$ cat src/rtl/fp16_pkg.sv
`default_nettype none
// ============================================================================
//  Module : fp16_pkg
//  Shared FP16 definitions for the multiplier result path. Holds the
//  format field widths, the class-flag bit positions, and the packed
//  result word carried through the output FIFO.
//  Ports  : none (package)
//  Rev    : 1.0  initial release
// ============================================================================
package fp16_pkg;

  localparam int EXP_W = 5;
  localparam int MAN_W = 10;
  localparam int BIAS  = 15;
  localparam int FP_W  = 1 + EXP_W + MAN_W;

  // Class-flag bit positions within the 6-bit flag vector
  localparam int FLG_SNAN = 5;
  localparam int FLG_QNAN = 4;
  localparam int FLG_INF  = 3;
  localparam int FLG_ZERO = 2;
  localparam int FLG_SUB  = 1;
  localparam int FLG_NORM = 0;
  localparam int FLG_W    = 6;

  typedef struct packed {
    logic [FP_W-1:0]  p;
    logic [FLG_W-1:0] flags;
  } fp16_result_t;

  localparam int RES_W = $bits(fp16_result_t);

endpackage : fp16_pkg
`default_nettype wire

$ cat src/rtl/fp_sync_fifo.sv
`default_nettype none
// ============================================================================
//  Module : fp_sync_fifo
//  Single-clock FIFO with an explicit occupancy counter. Full and empty
//  come from the counter, so pointers are allowed to wrap freely.
//  Ports  : clk, rst        clock and synchronous active-high reset
//           push, din       write request and data (ignored when full)
//           pop, dout       read request (ignored when empty) and head data
//           empty, full     occupancy status
//           level           entries currently stored, 0..DEPTH
//  Rev    : 1.0  initial release
// ============================================================================
module fp_sync_fifo #(
  parameter int WIDTH = 22,
  parameter int DEPTH = 2
) (
  input  logic                     clk,
  input  logic                     rst,
  input  logic                     push,
  input  logic [WIDTH-1:0]         din,
  input  logic                     pop,
  output logic [WIDTH-1:0]         dout,
  output logic                     empty,
  output logic                     full,
  output logic [$clog2(DEPTH):0]   level
);

  localparam int PTR_W = $clog2(DEPTH);
  localparam int LVL_W = PTR_W + 1;

  logic [WIDTH-1:0] mem [DEPTH];
  logic [PTR_W-1:0] wr_ptr;
  logic [PTR_W-1:0] rd_ptr;
  logic             do_push;
  logic             do_pop;

  assign empty   = (level == '0);
  assign full    = (level == LVL_W'(DEPTH));
  assign do_push = push && !full;
  assign do_pop  = pop && !empty;

  // Head is forced to zero when empty so stale storage never leaks out
  assign dout = empty ? '0 : mem[rd_ptr];

  // Storage needs no reset: the occupancy counter decides what is valid
  always_ff @(posedge clk) begin
    if (do_push) begin
      mem[wr_ptr] <= din;
    end
  end

  always_ff @(posedge clk) begin
    if (rst) begin
      wr_ptr <= '0;
      rd_ptr <= '0;
      level  <= '0;
    end else begin
      if (do_push) wr_ptr <= wr_ptr + 1'b1;
      if (do_pop)  rd_ptr <= rd_ptr + 1'b1;
      case ({do_push, do_pop})
        2'b10:   level <= level + 1'b1;
        2'b01:   level <= level - 1'b1;
        default: level <= level;
      endcase
    end
  end

endmodule : fp_sync_fifo
`default_nettype wire

$ cat src/rtl/fp16_mul_result_stage.sv
`default_nettype none
// ============================================================================
//  Module : fp16_mul_result_stage
//  Registered output stage behind the combinational FP16 multiplier.
//  Buffers product + class flags in a small FIFO with valid/ready on both
//  sides, and keeps sticky class flags and a saturating operation count.
//  Ports  : clk, rst                    clock, synchronous active-high reset
//           in_valid/in_ready           upstream handshake
//           in_p, in_snan..in_norm      product word and class flags
//           out_valid/out_ready         downstream handshake
//           out_p, out_flags            head product and flags
//           sticky_flags, clear_flags   accumulated flags and their clear
//           op_count                    accepted operations (saturating)
//           level                       FIFO occupancy
//  Rev    : 1.0  initial release
// ============================================================================
module fp16_mul_result_stage
  import fp16_pkg::*;
#(
  parameter int DEPTH = 2,
  parameter int CNT_W = 16
) (
  input  logic                   clk,
  input  logic                   rst,
  input  logic                   in_valid,
  output logic                   in_ready,
  input  logic [15:0]            in_p,
  input  logic                   in_snan,
  input  logic                   in_qnan,
  input  logic                   in_inf,
  input  logic                   in_zero,
  input  logic                   in_sub,
  input  logic                   in_norm,
  output logic                   out_valid,
  input  logic                   out_ready,
  output logic [15:0]            out_p,
  output logic [5:0]             out_flags,
  output logic [5:0]             sticky_flags,
  input  logic                   clear_flags,
  output logic [CNT_W-1:0]       op_count,
  output logic [$clog2(DEPTH):0] level
);

  fp16_result_t in_res;
  fp16_result_t out_res;
  logic         push;
  logic         pop;
  logic         empty;
  logic         full;

  // Flags are packed as received; upstream does not guarantee one-hot
  always_comb begin
    in_res                 = '0;
    in_res.p               = in_p;
    in_res.flags[FLG_SNAN] = in_snan;
    in_res.flags[FLG_QNAN] = in_qnan;
    in_res.flags[FLG_INF]  = in_inf;
    in_res.flags[FLG_ZERO] = in_zero;
    in_res.flags[FLG_SUB]  = in_sub;
    in_res.flags[FLG_NORM] = in_norm;
  end

  // in_ready comes only from registered occupancy, so a full FIFO refuses
  // a push even when the head is popped in the same cycle
  assign in_ready  = !full;
  assign out_valid = !empty;
  assign push      = in_valid && in_ready;
  assign pop       = out_valid && out_ready;

  fp_sync_fifo #(
    .WIDTH (RES_W),
    .DEPTH (DEPTH)
  ) u_fifo (
    .clk   (clk),
    .rst   (rst),
    .push  (push),
    .din   (in_res),
    .pop   (pop),
    .dout  (out_res),
    .empty (empty),
    .full  (full),
    .level (level)
  );

  assign out_p     = out_res.p;
  assign out_flags = out_res.flags;

  always_ff @(posedge clk) begin
    if (rst) begin
      sticky_flags <= '0;
      op_count     <= '0;
    end else begin
      // Clear and accumulate in one step so a pushed entry survives a clear
      sticky_flags <= (clear_flags ? 6'b0 : sticky_flags) |
                      (push ? in_res.flags : 6'b0);
      if (push && (op_count != {CNT_W{1'b1}})) begin
        op_count <= op_count + 1'b1;
      end
    end
  end

endmodule : fp16_mul_result_stage
`default_nettype wire

$ cat config.mk
export PLATFORM = sky130hd
export DESIGN_NAME = fp16_mul_result_stage
export DESIGN_NICKNAME = d
export VERILOG_FILES = /design/src/rtl/fp16_pkg.sv /design/src/rtl/fp_sync_fifo.sv /design/src/rtl/fp16_mul_result_stage.sv
export SDC_FILE = /design/constraint.sdc
export NUM_CORES = 1
export LEC_CHECK = 0
export ABC_AREA = 1
export CORE_ASPECT_RATIO = 1.2
export CORE_MARGIN = 2
export CORE_UTILIZATION = 53
export DETAILED_ROUTE_END_ITERATION = 6
export GPL_ROUTABILITY_DRIVEN = 1
export PLACE_DENSITY_LB_ADDON = 0.08
export SLEW_MARGIN = 20
export SYNTH_ARGS = -nofsm -noshare
export SYNTH_HDL_FRONTEND = slang
export SYNTH_SLANG_ARGS = --single-unit
$ cat constraint.sdc
create_clock -name clk -period 4.95 [get_ports clk]
set_input_delay 1.485 -clock clk [delete_from_list [all_inputs] [get_ports clk]]
set_output_delay 1.485 -clock clk [all_outputs]
set_load 0.01 [all_outputs]
==> qor.rpt <==
PWR
-----------------------------------------------------------------------
Internal power component                                        1190 uW
Largest voltage drop on the vdd net                          0.000260 V
Clock distribution power                                         507 uW
Clk network pwr share                                             30.6%

STA
-----------------------------------------------------------------------
Worst Clk Skew                                               0.00840 ns
Top achievable clock speed                                      269 MHz
Final Hold Slack                                               0.461 ns
Least-Margin Pin Slew                                          0.674 ns

SYNTHESIS
-----------------------------------------------------------------------
Syn avg cell area                                              9.17 um2
Flops & latches, synth                                               71
Cell type with the largest total area                      sky130_fd_sc_hd__edfxtp_1
Leading cell type by number of instances after synthesis   sky130_fd_sc_hd__nand2_1

PLACE
-----------------------------------------------------------------------
Detail Placement HPWL                                           4.78 mm
Inst Count DP                                                       467

DIE
-----------------------------------------------------------------------
Chip area                                                      6460 um2

GLOBAL ROUTE
-----------------------------------------------------------------------
Antenna violations before repair                                      0
All-layer global routing usage                                    21.8%
Largest net degree at the start of global routing                    24

MIN PATH
-----------------------------------------------------------------------
Worst min path class                                       register to register

OUTCOME
-----------------------------------------------------------------------
Run status                                                 finished, final reports clean

DETAILED ROUTING
-----------------------------------------------------------------------
Highest layer used for signal routing                              met4

[logic make-up after synthesis]
kind of cell	Yosys count
adder cells (fa/ha/maj)	2
AND-OR/OR-AND	51
buffers and inverters	34
XOR/XNOR	1
AND/OR/NAND/NOR	178
flip-flops	71
[worst paths after layout]
check / from / to / slack [ns]
worst min-delay path: u_fifo.rd_ptr / u_fifo.rd_ptr / 0.46
worst max-delay path: register / out_p[4] / 1.24
worst min register to register: u_fifo.rd_ptr / u_fifo.rd_ptr / 0.46
worst max register to register: u_fifo.level[0] / op_count[13] / 3.13
[layout make-up]
type | count | area share, %
Timing Repair Buffer | 77 | 18.6
Clock inverter | 5 | 1.98
Inverter | 23 | 2.10
Clock buffer | 11 | 3.44
Tap cell | 64 | 1.95
Multi-Input combinational cell | 232 | 26.7
Sequential cell | 71 | 45.3
**I/O nets highlighted**

Drawn at 3 px/um.
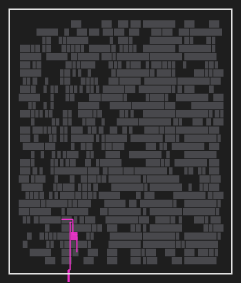
[in_ready] magenta | bits: 1 | direction: output | edge: south | end cells: 1 | wire: 32.7 um
count of pins on the block boundary: 75
Port Buf Inserts: 74

**Cell sizes after repair**

Drawn at 6 px/um.
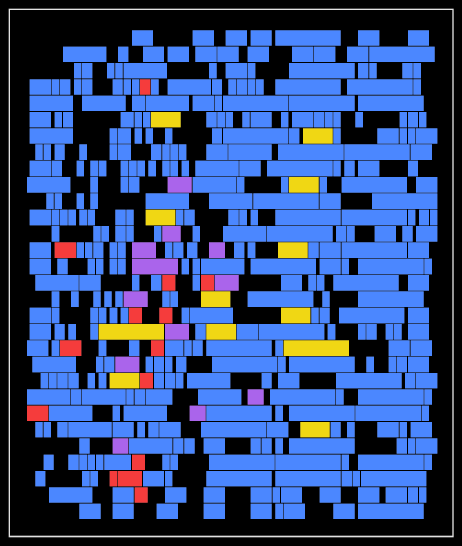
[x1 and smaller] blue | cells: 381 | share: 91% | most used: nand2_1
[x3 and x4] purple | cells: 12 | share: 2.9% | most used: nor2_4
[x6 and larger] yellow | cells: 12 | share: 2.9% | most used: clkbuf_8
[x2] red | cells: 14 | share: 3.3% | most used: nand2_2

**Cell outlines without signal wires**

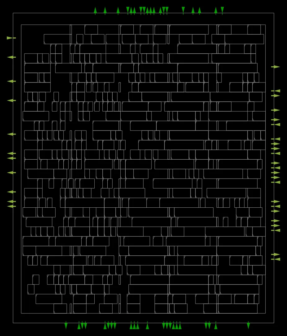
layout sequential cell count: 71
floorplan core area: 5630 um2
flop share of the area: 45.3%
final core utilization: 73.0%

**Gate families picked out**

Drawn at 6 px/um.
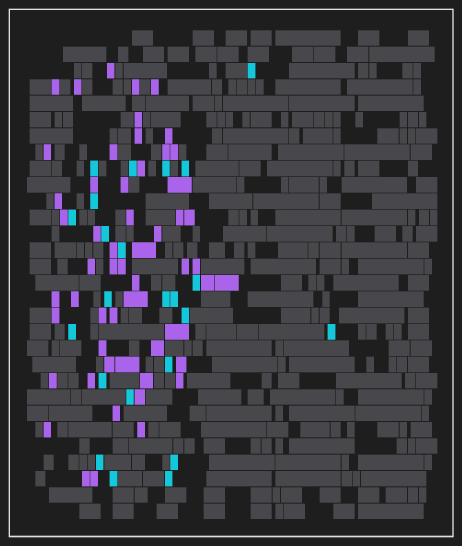
[nor cells] purple | cells: 55 | most used: nor2_1
[inv cells] cyan | cells: 23 | most used: inv_1

Power is estimated from default activity; no workload was simulated.
